`config.mk`:
```
export PLATFORM = sky130hd
export DESIGN_NAME = data_bank_write_arbiter
export DESIGN_NICKNAME = d
export VERILOG_FILES = /design/src/rtl/data_bank_write_arbiter_pkg.sv /design/src/rtl/data_bank_write_arbiter.sv
export SDC_FILE = /design/constraint.sdc
export NUM_CORES = 1
export LEC_CHECK = 0
export CAP_MARGIN = 30
export CORE_MARGIN = 4
export CORE_UTILIZATION = 36
export CTS_BUF_LIST = sky130_fd_sc_hd__clkbuf_16
export CTS_CLUSTER_SIZE = 24
export DETAILED_ROUTE_END_ITERATION = 6
export PLACE_DENSITY = 0.81
export RECOVER_POWER = 100
export SYNTH_ARGS = -nofsm -noshare
export SYNTH_HDL_FRONTEND = slang
export SYNTH_SLANG_ARGS = --single-unit
```
`constraint.sdc`:
```
create_clock -name clock -period 2.2 [get_ports clock]
set_input_delay 0.44 -clock clock [delete_from_list [all_inputs] [get_ports clock]]
set_output_delay 0.44 -clock clock [all_outputs]
set_load 0.01 [all_outputs]
```
`src/rtl/data_bank_write_arbiter_pkg.sv`:
```
// ---------------------------------------------------------------------------
// data_bank_write_arbiter_pkg
//
// Purpose:
//   Shared configuration and types for the data-array bank write arbiter.
//   The geometry of the data array lives here. The registered write bundle
//   is a packed struct whose field widths follow this geometry, so the
//   package is the single place where the array shape is changed.
//
// Contents:
//   - Geometry: N_BANK, SET_W, WAYS, DATA_W, MASK_W, BANK_IDX_W.
//   - Arbitration: MAX_STALL and the width of the stall counter.
//   - FULL_MASK: the byte mask used for refill beats.
//   - arb_state_e: the arbiter FSM states.
//   - bank_wr_t: the registered per-cycle bank write bundle.
//   - bank_onehot(): converts a bank index into a one-hot bank enable.
// ---------------------------------------------------------------------------
package data_bank_write_arbiter_pkg;

  // Array geometry. N_BANK must be a power of two and at least 2.
  localparam int N_BANK     = 8;
  localparam int SET_W      = 8;
  localparam int WAYS       = 4;
  localparam int DATA_W     = 32;
  localparam int MASK_W     = DATA_W / 8;
  localparam int BANK_IDX_W = $clog2(N_BANK);

  // Number of cycles a store may wait during a refill before it steals a
  // beat slot. Must be at least 1.
  localparam int MAX_STALL  = 4;
  localparam int STALL_W    = $clog2(MAX_STALL + 1);

  localparam logic [MASK_W-1:0] FULL_MASK = {MASK_W{1'b1}};

  typedef enum logic [1:0] {
    IDLE   = 2'd0,
    REFILL = 2'd1,
    DONE   = 2'd2
  } arb_state_e;

  // One registered bank write. The en field is one-hot (or zero when there
  // is no write). The other fields are shared by all banks.
  typedef struct packed {
    logic [N_BANK-1:0] en;
    logic [SET_W-1:0]  set;
    logic [WAYS-1:0]   way;
    logic [DATA_W-1:0] data;
    logic [MASK_W-1:0] mask;
  } bank_wr_t;

  function automatic logic [N_BANK-1:0] bank_onehot(input logic [BANK_IDX_W-1:0] idx);
    logic [N_BANK-1:0] v;
    v      = '0;
    v[idx] = 1'b1;
    return v;
  endfunction

endpackage

```
`src/rtl/data_bank_write_arbiter.sv`:
```
// ---------------------------------------------------------------------------
// data_bank_write_arbiter
//
// Purpose:
//   Owns the single write port of every data-array bank. The module does
//   three things:
//   - It sequences a multi-beat line refill into consecutive banks.
//     Beat k is written to bank k.
//   - It arbitrates refill beats against single-word CPU stores.
//   - It drives one registered write bundle per cycle. The write appears on
//     bank_w_* the cycle after the accepting handshake.
//   refill_busy and refill_set let the read side block hits on the line that
//   is being filled.
//
// Ports:
//   clock, reset        clock and synchronous active-low reset (0 = reset)
//   refill_req_*        refill request (valid/ready). Set and one-hot way
//                       are latched on acceptance; ready is high only in IDLE
//   beat_valid/ready    refill beat handshake; beat_data is the beat word
//   refill_done         one-cycle pulse in DONE, after the last beat write
//                       has been issued
//   refill_busy         high while in REFILL
//   refill_set          latched refill set
//   st_*                store request: set, one-hot way, bank, data and
//                       byte mask, with a valid/ready handshake
//   bank_w_*            registered write: one-hot bank enable, plus the
//                       shared set, way, data and mask
// ---------------------------------------------------------------------------
module data_bank_write_arbiter
  import data_bank_write_arbiter_pkg::*;
(
  input  logic                  clock,
  input  logic                  reset,

  input  logic                  refill_req_valid,
  output logic                  refill_req_ready,
  input  logic [SET_W-1:0]      refill_req_set,
  input  logic [WAYS-1:0]       refill_req_way,

  input  logic                  beat_valid,
  output logic                  beat_ready,
  input  logic [DATA_W-1:0]     beat_data,

  output logic                  refill_done,
  output logic                  refill_busy,
  output logic [SET_W-1:0]      refill_set,

  input  logic                  st_valid,
  output logic                  st_ready,
  input  logic [SET_W-1:0]      st_set,
  input  logic [WAYS-1:0]       st_way,
  input  logic [BANK_IDX_W-1:0] st_bank,
  input  logic [DATA_W-1:0]     st_data,
  input  logic [MASK_W-1:0]     st_mask,

  output logic [N_BANK-1:0]     bank_w_en,
  output logic [SET_W-1:0]      bank_w_set,
  output logic [WAYS-1:0]       bank_w_way,
  output logic [DATA_W-1:0]     bank_w_data,
  output logic [MASK_W-1:0]     bank_w_mask
);

  arb_state_e            state_q;
  logic [BANK_IDX_W-1:0] beat_cnt_q;
  logic [STALL_W-1:0]    stall_cnt_q;
  logic [SET_W-1:0]      refill_set_q;
  logic [WAYS-1:0]       refill_way_q;
  logic                  refill_req_ready_q;
  logic                  refill_busy_q;
  logic                  refill_done_q;

  bank_wr_t              wr_q;
  bank_wr_t              wr_d;

  logic                  st_hazard;
  logic                  stall_full;
  logic                  steal;
  logic                  last_beat;
  logic                  st_ready_c;
  logic                  beat_ready_c;
  logic                  st_fire;
  logic                  beat_fire;
  logic                  req_fire;

  // A store to the line that is being filled must wait until the whole line
  // has been written. Otherwise a later refill beat would overwrite it.
  assign st_hazard  = (st_set == refill_set_q) && (st_way == refill_way_q);
  assign stall_full = (stall_cnt_q == STALL_W'(MAX_STALL));

  // A long-waiting store takes one beat slot from the refill. A store that
  // conflicts with the line never steals, however long it has waited.
  assign steal      = (state_q == REFILL) && st_valid && !st_hazard && stall_full;
  assign last_beat  = (beat_cnt_q == BANK_IDX_W'(N_BANK - 1));

  // The ready signals are forced low while reset is asserted. A handshake
  // in that cycle would be discarded anyway.
  always_comb begin
    st_ready_c   = 1'b0;
    beat_ready_c = 1'b0;
    if (reset) begin
      case (state_q)
        IDLE, DONE: st_ready_c = 1'b1;
        REFILL: begin
          st_ready_c   = steal;
          beat_ready_c = !steal;
        end
        default: begin
          st_ready_c   = 1'b0;
          beat_ready_c = 1'b0;
        end
      endcase
    end
  end

  assign st_fire   = st_valid && st_ready_c;
  assign beat_fire = beat_valid && beat_ready_c;
  assign req_fire  = refill_req_valid && refill_req_ready_q;

  // The next write bundle. Stores and beats are never accepted in the same
  // cycle: in IDLE and DONE beat_ready is low, and in REFILL a steal drops
  // beat_ready. The shared fields hold their value when there is no write,
  // so they do not toggle needlessly.
  always_comb begin
    wr_d    = wr_q;
    wr_d.en = '0;
    if (st_fire) begin
      wr_d.en   = bank_onehot(st_bank);
      wr_d.set  = st_set;
      wr_d.way  = st_way;
      wr_d.data = st_data;
      wr_d.mask = st_mask;
    end else if (beat_fire) begin
      wr_d.en   = bank_onehot(beat_cnt_q);
      wr_d.set  = refill_set_q;
      wr_d.way  = refill_way_q;
      wr_d.data = beat_data;
      wr_d.mask = FULL_MASK;
    end
  end

  always_ff @(posedge clock) begin
    if (!reset) begin
      state_q            <= IDLE;
      beat_cnt_q         <= '0;
      stall_cnt_q        <= '0;
      refill_set_q       <= '0;
      refill_way_q       <= '0;
      refill_req_ready_q <= 1'b1;
      refill_busy_q      <= 1'b0;
      refill_done_q      <= 1'b0;
      wr_q               <= '0;
    end else begin
      wr_q <= wr_d;
      case (state_q)
        IDLE: begin
          // A store in this same cycle is also accepted. The first beat
          // write cannot be issued before the next cycle, so the write port
          // is free for the store.
          if (req_fire) begin
            state_q            <= REFILL;
            refill_set_q       <= refill_req_set;
            refill_way_q       <= refill_req_way;
            beat_cnt_q         <= '0;
            stall_cnt_q        <= '0;
            refill_req_ready_q <= 1'b0;
            refill_busy_q      <= 1'b1;
          end
        end
        REFILL: begin
          if (beat_fire && last_beat) begin
            state_q       <= DONE;
            stall_cnt_q   <= '0;
            refill_busy_q <= 1'b0;
            refill_done_q <= 1'b1;
          end else begin
            if (beat_fire) begin
              beat_cnt_q <= beat_cnt_q + BANK_IDX_W'(1);
            end
            // The stall count saturates at MAX_STALL. This limit matters
            // only for a store that conflicts with the line, because such a
            // store is never granted here.
            if (st_fire) begin
              stall_cnt_q <= '0;
            end else if (st_valid && !stall_full) begin
              stall_cnt_q <= stall_cnt_q + STALL_W'(1);
            end
          end
        end
        DONE: begin
          state_q            <= IDLE;
          refill_done_q      <= 1'b0;
          refill_req_ready_q <= 1'b1;
        end
        default: begin
          state_q            <= IDLE;
          refill_busy_q      <= 1'b0;
          refill_done_q      <= 1'b0;
          refill_req_ready_q <= 1'b1;
        end
      endcase
    end
  end

  assign refill_req_ready = refill_req_ready_q;
  assign beat_ready       = beat_ready_c;
  assign st_ready         = st_ready_c;
  assign refill_done      = refill_done_q;
  assign refill_busy      = refill_busy_q;
  assign refill_set       = refill_set_q;

  assign bank_w_en        = wr_q.en;
  assign bank_w_set       = wr_q.set;
  assign bank_w_way       = wr_q.way;
  assign bank_w_data      = wr_q.data;
  assign bank_w_mask      = wr_q.mask;

endmodule
```
Run 1, wiring heat map:
The die is cut into 21 by 21 equal tiles; black is low, pale yellow is high, scaled to the fullest tile. Values are wire area over tile area, all layers added.
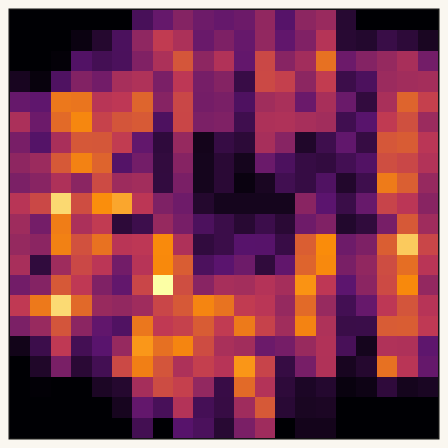
fullest tile: 0.49
tiles over half the peak: 24%
mean over tiles: 0.17
Post-Route WL: 10,800 um
via count: 3,261
All-Layer GR Usage: 19.0%
wire per inst: 17.1 um

Run 1, wires at chosen ports, followed through buffers:
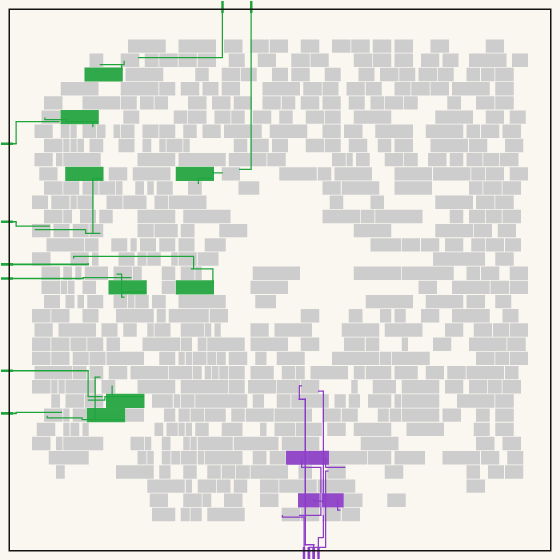
| port | colour | bits | direction | edge | end cells | buffers | wire |
|---|---|---|---|---|---|---|---|
| bank_w_set | green | 8 | output | 6 west, 2 north | 8 | 8 | 278 um |
| st_mask | purple | 4 | input | south | 4 | 4 | 122 um |
# IOs: 169
PortBufs: 168

==> reports/metrics.cfg, run 1 <==
[outcome]
status=complete, but fails checks
violations=negative setup slack

[yosys]
ys_cells=318
ys_async_sr_fraction_pct=0
floorplan.nets=422
synth-edff-count=0
avgSynthCellArea_sq_um=10.3
synthFlopType=dfxtp_1
syn-cell-area_sq_um=3280
ys.flops=79
ys_types=36
ys_chip_area_sq_um=3280
synth_seq_share_pct=48.2
synthCells=318
yosysWarnings=0

[clock_tree]
clock_latency_ns=0.32
cts_tree=yes
ctsHoldBuffers=0
path_clk_slew_ns=0.06
htree_levels=3
clk_path_buf_depth=2
cts_inserted_buffers=9
cts_root_buf=clkbuf_16
cts.sinks=79

[die]
core_area_sq_um=8810
die-area_sq_um=10700
initCoreUtil_pct=37.3
chipHeight_um=103
die_w_um=103

[detailed_routing]
drc=0
postRouteAntennaNets=0
first_pass_iters=4
vias_per_cell=5.16
drt_iter0_drc=68

[timing]
min_period_over_period_pct=103
report.final.slew_viol_count=0
fmax_ghz=0.443
final-hold-violation-count=0
worstMarginPinSlew_ns=0.721
tns_ns=-0.786
setup_ws_ns=-0.0552
relSlewSlack_pct=51.9
finClkSkew_ns=0.00812
setup_viol=39
rsz0062_at_grt=true
period_minus_slack_ns=2.26

[place]
dpl-instance-area_sq_um=5250
place_hpwl_um=7710
gp_congestion=0.806
dp.cells=608

[min_path]
holdCritPathClass=reg -> reg

[cells_and_area]
nets=623
final_core_util_pct=65.4
antenna_cells=0
final_area_sq_um=5760
mostFrequentLayoutCells=clkdlybuf4s50_1, dfxtp_1, dlygate4sd3_1, a21o_1, a22o_1
syn_to_final_growth_pct=75.4
lay_top_count=clkdlybuf4s50_1
drive_gt1_share_pct=15.8

[worst_setup_path]
critical_path_arrival_ns=1.82
cp_top_family=buffers and inverters
required_ns=1.76
slowest_stage=dlygate4sd2_1
critPathMaxFanout=3
path_class=in -> out
crit_chain=dlygate4sd2_1, xor2_1, nor4_2, buf_4, a31oi_4, buf_4, nand2_2, a21oi_2, buf_2
crit_path_end_kind=primary output
cp_slowest_stage_delay_ns=0.27
r2r_setup_slack_ns=-0.03
startpoint_type=input port
crit_buf_inv=4
crit_path_frequent_cell=buf_4

[grt]
antenna_found_initial=0
grt_max_degree=30
grt-ovfl-total=0
grt_pass1_vias=3311
grt_pass1_wl_um=15600

[pwr]
ir_drop_mv=0.401
p_leak_nw=2.81
p_per_area_nw_per_um2=662
finalPower_mw=3.81

[job]
warning_count=30
max_cap_viol_count=0

Run 1, placement view:
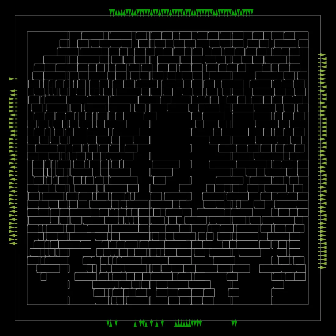
num rows: 34
tap cells: 108
flop share of the area: 27.5%
FILL cells: 706
fin cells: 632

[run 1: cells in the mapped netlist (2+ instances only)]
library cell	n	area share, %
nor4_2	3	1.1
o32ai_1	2	0.53
and3_1	2	0.38
nand2_1	34	3.9
nand2b_1	8	1.5
inv_1	4	0.46
ha_1	4	1.5
a21oi_1	18	2.7
a21o_1	46	11
xor2_1	12	3.2
o221a_1	4	1.4
mux2_1	2	0.69
buf_6	4	1.4
a22o_1	45	12
buf_4	2	0.46
dfxtp_1	79	48
nor2b_1	2	0.38
o22ai_1	8	1.5
buf_2	2	0.31
clkbuf_1	11	1.3
nand3_1	5	0.76
nor2_1	6	0.69
nor3_1	2	0.31
[run 1: metrics by stage]
step	hold WS, ns	setup slack, ns
2_1_floorplan	0.461	-0.0434
3_3_place_gp	0.432	-0.647
3_5_place_dp	0.438	-0.730
4_1_cts	0.452	-0.0928
5_1_grt	0.459	-0.139
6_report	0.442	-0.0552
[run 1: per-layer routing]
metal  wire [um]  vias to the layer above  global-route usage [%]
li1            -                     1575                       -
met1        4090                     1545                    19.9
met3         896                       21                    6.04
met4         236                        0                    7.37
met5           0                        -                       0
met2        5580                      120                    35.0
[run 1: registers in the layout, summed over array words and instances (netlist names), 4 cells and up]
register and cells:
refill_way_q 4, bank_w_en 8, bank_w_set 8, bank_w_data 32
refill_set 8, bank_w_way 4, bank_w_mask 4
[run 1: repair_timing]
action	CTS	global route
gates cloned	3	0
pin swaps	10	23
buffers inserted	5	2
resized	44	21
setup endpoints to repair	65	63
[run 1: cell type report]
class                      instances  area, sq um  share of cell area, %
multi-input combinational        215         1660                   28.9
timing repair buffer             209         2090                   36.3
inverter                           5         18.8                  0.326
clock inverter                     7         41.3                  0.717
clock buffer                       9          225                   3.91
sequential                        79         1580                   27.5
tap                              108          135                   2.35
[run 1: kinds of logic after synthesis]
kind of cell,synth area share (%)
and+or+nand+nor,10.9
DFF,48.2
muxes,1.33
xor gates and xnor gates,3.20
AOI/OAI and AO/OA,30.8
buffers and inverters,3.96
adders and majority gates,1.53
[run 1: report_power, final]
group          leakage [nW]  switching, mW  internal [mW]
combinational          2.04          0.362          0.510
clock                 0.120          0.568          0.751
sequential            0.650         0.0653           1.55
total                  2.81          0.995           2.82
[run 1: final timing paths]
| kind | startpoint | end | cells past startpoint |
|---|---|---|---|
| setup / recovery | st_way[1] | st_ready | 9 |
| hold / removal | bank_w_data[21] | bank_w_data[21] | 1 |
| setup reg to reg | refill_set[7] | bank_w_data[16] | 8 |
| hold reg to reg | bank_w_data[21] | bank_w_data[21] | 1 |
==> run 1 -> run 2 <==
HOLD_SLACK_MARGIN = 0.05   (was not set)
Run 2, sequential cells grouped by signal name:
Other sequential cells in the stronger grey, the rest of the logic in the fainter grey.
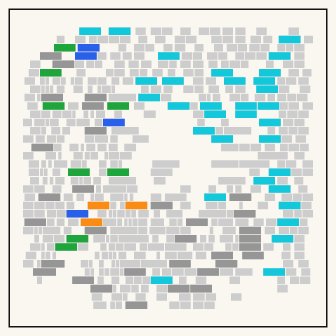
| name in the netlist | colour | sequential cells |
|---|---|---|
| bank_w_way | blue | 4 |
| bank_w_data | cyan | 32 |
| bank_w_set | green | 8 |
| stall_cnt_q | orange | 3 |
not coloured: 32
sequential power: 1.62 mW
Final Util: 65.4%

Run 2, wires at chosen ports, followed through buffers:
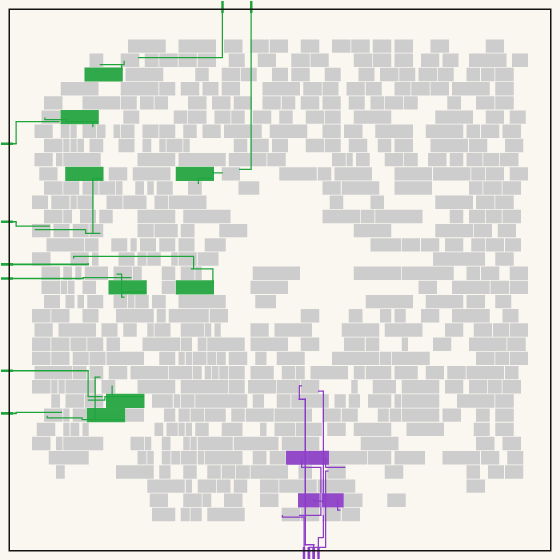
| port | colour | bits | direction | edge | end cells | buffers | wire |
|---|---|---|---|---|---|---|---|
| st_mask | purple | 4 | input | south | 4 | 4 | 122 um |
| bank_w_set | green | 8 | output | 6 west, 2 north | 8 | 8 | 278 um |

Run 2, placement view:
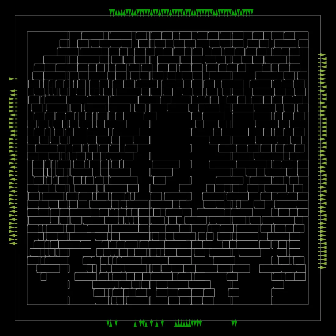
Core Footprint: 8810 sq um
flop count: 79

==> run 2 against run 1 <==
The flow still finishes with violations (negative setup slack); critical path depth stayed put; die size unchanged; clock power about the same; sequential power about the same; sequential share of layout area is the same; final cell count unchanged; non-clock buffer count did not move; hold slack unchanged; power unchanged; critical path type unchanged; largest cell class unchanged; largest power group unchanged; highest routed layer unchanged.
==> reports/metrics.cfg, run 2 <==
[cells_and_area]
antenna_cells=0
final_area_sq_um=5760
largest_reg_flops=32
drive_gt1_share_pct=15.8
syn_to_final_growth_pct=75.4
fillers=706
lay_top_count=clkdlybuf4s50_1
mostFrequentLayoutCells=clkdlybuf4s50_1, dfxtp_1, dlygate4sd3_1, a21o_1, a22o_1
nets=623

[die]
chipHeight_um=103
pin_count=169
die_w_um=103
die-area_sq_um=10700
fp-row-count=34
initCoreUtil_pct=37.3

[yosys]
synth-edff-count=0
ys_sh_mux_pct=1.33
area_leaders=dfxtp_1, a22o_1, a21o_1
syn-cell-area_sq_um=3280
top_area_share_pct=48.2
synthFlopType=dfxtp_1
adder_share_pct=1.52
yosysWarnings=0
floorplan.nets=422
top_cell=dfxtp_1
ys_types=36
synthCells=318
ys_chip_area_sq_um=3280
ys.flops=79
yosys.area.top_type=dfxtp_1
yosys.area_share.aoi_pct=30.8
synth_seq_share_pct=48.2
simple_gate_area_share_pct=10.9
ys_cells=318
avgSynthCellArea_sq_um=10.3
ys_async_sr_fraction_pct=0
top_logic_kind=AND-OR/OR-AND gates
top_cells_by_count=dfxtp_1, a21o_1, a22o_1, nand2_1, a21oi_1
ys_sh_xor_pct=3.20

[clock_tree]
clk_path_buf_depth=2
path_clk_slew_ns=0.06
clock_latency_ns=0.32
cts_root_buf=clkbuf_16
htree_levels=3
cts_inserted_buffers=9
cts_tree=yes
cts.sinks=79
ctsHoldBuffers=0

[grt]
grt-ovfl-total=0
grt_pass1_wl_um=15600
track_usage_pct=19.0
grt_max_degree=30
grt_pass1_vias=3311
antenna_found_initial=0

[pwr]
p_leak_nw=2.81
p_per_area_nw_per_um2=662
pwr-share-clk_pct=34.6
power.internal_mw=2.82
switching_share_pct=26.1
power_frac_seq_pct=42.5
ir_drop_mv=0.401
power_switching_mw=0.995
power_frac_comb_pct=22.9

[timing]
setup_ws_ns=-0.0552
finClkSkew_ns=0.00812
worstMarginPinSlew_ns=0.721
rsz0062_at_grt=true
final-hold-violation-count=0
report.final.slew_viol_count=0
relSlewSlack_pct=51.9
setup_viol=39
fmax_ghz=0.443
period_minus_slack_ns=2.26
tns_ns=-0.786
min_period_over_period_pct=103

[outcome]
violations=negative setup slack
status=complete, but fails checks

[detailed_routing]
num_vias=3261
routed_wirelength_um=10800
first_pass_iters=4
drc=0
postRouteAntennaNets=0
vias_per_cell=5.16
wl_per_cell_um=17.1
drt_iter0_drc=68

[min_path]
holdCritPathClass=reg -> reg

[worst_setup_path]
critPathMaxFanout=3
r2r_start=refill_set[7]
required_ns=1.76
crit_path_end_kind=primary output
r2r-end=bank_w_data[16]
rr_worst_depth=8
crit_path_start=st_way[1]
path_class=in -> out
r2r_setup_slack_ns=-0.03
critical_path_arrival_ns=1.82
startpoint_type=input port
endpoint=st_ready

[place]
port_buffers=168
gp_congestion=0.806
place_hpwl_um=7710
dpl-instance-area_sq_um=5250

[job]
max_cap_viol_count=0
warning_count=30

-- run 2: cell counts in the layout (fill, tap and decap cells not counted) --
No cell type changed its count.
-- run 2: final cells by class --
class                           count  area, sq um  share of cell area (%)
Clock buffer                        9          225                    3.91
Clock inverter                      7         41.3                   0.717
Inverter                            5         18.8                   0.326
Multi-Input combinational cell    215         1660                    28.9
Sequential cell                    79         1580                    27.5
Tap cell                          108          135                    2.35
Timing Repair Buffer              209         2090                    36.3
-- run 2: layer usage --
layer | GRT usage [%] | vias up | wire [um]
met4 | 7.37 | 0 | 236
met3 | 6.04 | 21 | 896
li1 | - | 1575 | -
met1 | 19.9 | 1545 | 4090
met2 | 35.0 | 120 | 5580
met5 | 0 | - | 0
-- run 2: worst min path at each step --
stage | from | end | depth (start not counted)
CTS | bank_w_data[11] | bank_w_data[11] | 1
finish | bank_w_data[21] | bank_w_data[21] | 1
global route | bank_w_data[27] | bank_w_data[27] | 1
detailed placement | bank_w_data[11] | bank_w_data[11] | 1
floorplan | refill_way_q[0] | refill_way_q[0] | 2
global placement | bank_w_data[12] | bank_w_data[12] | 1
-- run 2: cell families after synthesis --
| kind of cell | Yosys count |
|---|---|
| flops | 79 |
| xor+xnor | 12 |
| mux | 4 |
| compound gates | 128 |
| buf+inv | 24 |
| simple gates | 67 |
| fa+ha+maj | 4 |
-- run 2: timing repair --
item,in CTS,in global routing
cloned,3,0
setup buffers,5,2
endpoints found under the setup margin,65,63
gates resized,44,21
pin swaps,10,23
-- run 2: power by group through the flow --
stage | logic [mW] | registers [mW] | clock network [mW]
final | 0.872 | 1.62 | 1.32
after global routing | 0.935 | 1.63 | 1.41
after CTS | 0.919 | 1.62 | 1.36
after detailed placement | 0.878 | 1.65 | 0
after global placement | 0.861 | 1.65 | 0
after floorplan | 0.291 | 1.70 | 0
-- run 2: per-stage QoR --
step	total power, mW	cells	setup WS, ns	hold WS, ns
after floorplan	2.00	318	-0.0434	0.461
after global placement	2.51	608	-0.647	0.432
after detailed placement	2.53	608	-0.730	0.438
after CTS	3.90	632	-0.0928	0.452
after global routing	3.98	632	-0.139	0.459
final	3.81	632	-0.0552	0.442
-- run 2: critical path, stage by stage --
cell and delay, ns:
dlygate4sd2_1 0.27, xor2_1 0.20, nor4_2 0.07, buf_4 0.14, a31oi_4 0.22, buf_4 0.15, nand2_2 0.05, a21oi_2 0.13
buf_2 0.13
Run 2, M3 wires:
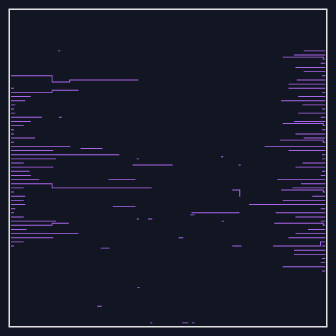

==> run 2 -> run 3 <==
CAP_MARGIN = 0   (was 30)
CORE_MARGIN = 2   (was 4)
Run 3, M3 wires:
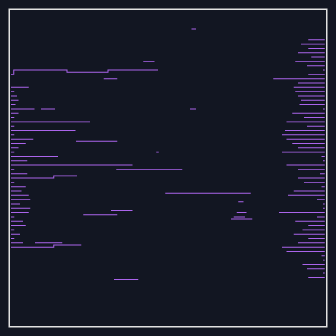
main direction: horizontal
nets with wire on the layer: 107
share of all routed wire: 7.6%

Run 3, sequential cells grouped by signal name:
Other sequential cells in the stronger grey, the rest of the logic in the fainter grey.
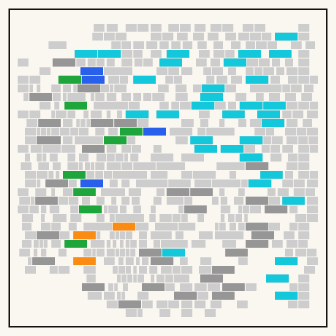
| name in the netlist | colour | sequential cells |
|---|---|---|
| stall_cnt_q | orange | 3 |
| bank_w_data | cyan | 32 |
| bank_w_way | blue | 4 |
| bank_w_set | green | 8 |
not coloured: 32

==> run 3 against run 2 <==
The flow still finishes with violations (negative setup slack); setup slack worse by 0.059 ns; largest cell class unchanged; wire length down 4.9%; clock power up about 10%; via count about the same; maximum frequency down 2.6%; register-to-register slack worse by 0.08 ns; clock skew up 0.0016 ns; synthesized area unchanged; core utilization up 1.9 points.
==> reports/metrics.cfg, run 3 <==
[worst_setup_path]
crit_buf_inv=6
crit_chain=xor2_2, nor4_2, buf_4, a31oi_4, buf_6, nor3b_4, buf_6, a2111oi_4, buf_12, buf_12, buf_12, a21o_1
path_class=reg -> reg
slowest_stage=dfxtp_2
cp_slowest_stage_delay_ns=0.33
critPathMaxFanout=8
r2r_start=refill_set[5]
required_ns=2.41
crit_path_end_kind=flop
cp_top_family=buffers and inverters
r2r_setup_slack_ns=-0.11
crit_path_frequent_cell=buf_12
startpoint_type=flop
r2r-end=bank_w_data[14]
critical_path_arrival_ns=2.53
rr_worst_depth=12

[grt]
grt_pass1_vias=3317
antenna_found_initial=0
track_usage_pct=20.4
grt_pass1_wl_um=16100
grt-ovfl-total=0
grt_max_degree=29

[pwr]
p_leak_nw=2.90
p_per_area_nw_per_um2=688
ir_drop_mv=0.457
finalPower_mw=4.05

[detailed_routing]
postRouteAntennaNets=0
drc=0
vias_per_cell=5.04
wl_per_cell_um=15.9
num_vias=3260
routed_wirelength_um=10300
first_pass_iters=4
drt_iter0_drc=74

[yosys]
synth_seq_share_pct=48.2
top_area_share_pct=48.2
ys_chip_area_sq_um=3280
ys_async_sr_fraction_pct=0
top_logic_kind=AND-OR/OR-AND gates
top_cells_by_count=dfxtp_1, a21o_1, a22o_1, nand2_1, a21oi_1
syn-cell-area_sq_um=3280
yosys.area.top_type=dfxtp_1
adder_share_pct=1.52
synthCells=318
ys_cells=318
yosysWarnings=0
synth-edff-count=0
ys.flops=79
ys_sh_xor_pct=3.20
avgSynthCellArea_sq_um=10.3
top_cell=dfxtp_1
ys_sh_mux_pct=1.33
simple_gate_area_share_pct=10.9
area_leaders=dfxtp_1, a22o_1, a21o_1
yosys.area_share.aoi_pct=30.8
ys_types=36
floorplan.nets=422
synthFlopType=dfxtp_1

[place]
gp_congestion=0.829
post-place-ws_ns=-0.726
port_buffers=168
dpl-instance-area_sq_um=5310
place_hpwl_um=7630

[cells_and_area]
syn_to_final_growth_pct=79.6
mostFrequentLayoutCells=clkdlybuf4s50_1, dfxtp_1, dlygate4sd3_1, a21o_1, a22o_1
drive_gt1_share_pct=16.9
largest_reg_flops=32
nets=639
lay_top_count=clkdlybuf4s50_1
antenna_cells=0
final_area_sq_um=5890

[die]
die-area_sq_um=9900
pin_count=169
initCoreUtil_pct=37.5
fp-row-count=34
chipHeight_um=99.5
die_w_um=99.5

[outcome]
status=complete, but fails checks
violations=negative setup slack

[timing]
setup_viol=43
period_minus_slack_ns=2.31
relSlewSlack_pct=54.5
rsz0062_at_grt=true
report.final.slew_viol_count=0
finClkSkew_ns=0.00968
min_period_over_period_pct=105
final-hold-violation-count=0
setup_ws_ns=-0.115
fmax_ghz=0.432
hold_slack_ns=0.444
worstMarginPinSlew_ns=0.682

[clock_tree]
htree_levels=3
cts_inserted_buffers=9
clock_latency_ns=0.33
cts.sinks=79
path_clk_slew_ns=0.06
ctsHoldBuffers=0
cts_root_buf=clkbuf_16
clk_path_buf_depth=2
cts_tree=yes

[job]
warning_count=30
max_cap_viol_count=0

[min_path]
holdPathEnd=bank_w_data[13]
holdCritPathClass=reg -> reg
hold_path.startpoint=bank_w_data[13]
hold_path_depth=1

Run 3, placement view:
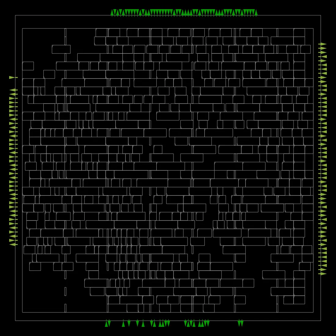
flop share of the area: 26.9%
Final Util: 67.2%
Core Footprint: 8760 sq um
fin cells: 647
FILL cells: 687

## run 3: cell counts after synthesis
Identical to the previous run, type by type.
## run 3: cell families (layout without fill, tap and decap cells)
family / after synthesis / count (layout)
AND-OR/OR-AND: 128 / 128
buffers and inverters: 24 / 245
XOR/XNOR: 12 / 12
AND/OR/NAND/NOR: 67 / 67
multiplexers: 4 / 4
flip-flops: 79 / 79
adder cells (fa/ha/maj): 4 / 4
## run 3: worst max path at each step
stage                  start         endpoint  slack (ns)  cells after the start
4_1_cts        refill_set[5]  bank_w_data[14]       -0.10                     12
3_3_place_gp       st_way[2]  bank_w_data[10]       -0.67                     12
2_1_floorplan      st_set[3]    beat_cnt_q[1]       -0.04                      6
3_5_place_dp       st_way[2]  bank_w_data[10]       -0.73                     12
6_report       refill_set[5]  bank_w_data[14]       -0.11                     12
5_1_grt        refill_set[5]  bank_w_data[14]       -0.24                     12
## run 3: power by group
group / internal [mW] / switching, mW
clock: 0.974 / 0.538
combinational: 0.552 / 0.367
sequential: 1.55 / 0.0672
## run 3: cell type report
type	instances	area, sq um
sequential	79	1580
multi-input combinational	215	1620
clock inverter	6	77.6
clock buffer	9	225
inverter	5	18.8
timing repair buffer	225	2230
tap	108	135
fill	687	2870
## run 3: what timing repair did
action                     in CTS  in global routing
setup endpoints to repair      64                 61
buffers inserted                8                 10
pin swaps                      35                  8
gates cloned                    1                  0
resized                        39                 13
## run 3: worst reg2reg max path: cells and delay by family, from the launching register on
family          cells  cell delay [ns]
simple gates        2             0.54
compound gates      3             0.30
flops               1             0.33
xor+xnor            1             0.17
buf+inv             6             0.87
## run 3: layer usage
metal  vias to the layer above  part of all wire (%)  GRT usage (%)
met2                       123                    53           37.6
met4                         0                  0.91           5.27
li1                       1602                     -              -
met5                         -                     0              0
met1                      1527                    39           23.1
met3                         8                   7.6           5.69
## run 3: through the flow
stage	instances	TNS [ns]
final	647	-2.24
after detailed placement	614	-40.76
after CTS	637	-1.96
after global placement	614	-37.34
after floorplan	318	-0.0869
after global routing	647	-8.50
Power is estimated from default activity; no workload was simulated.
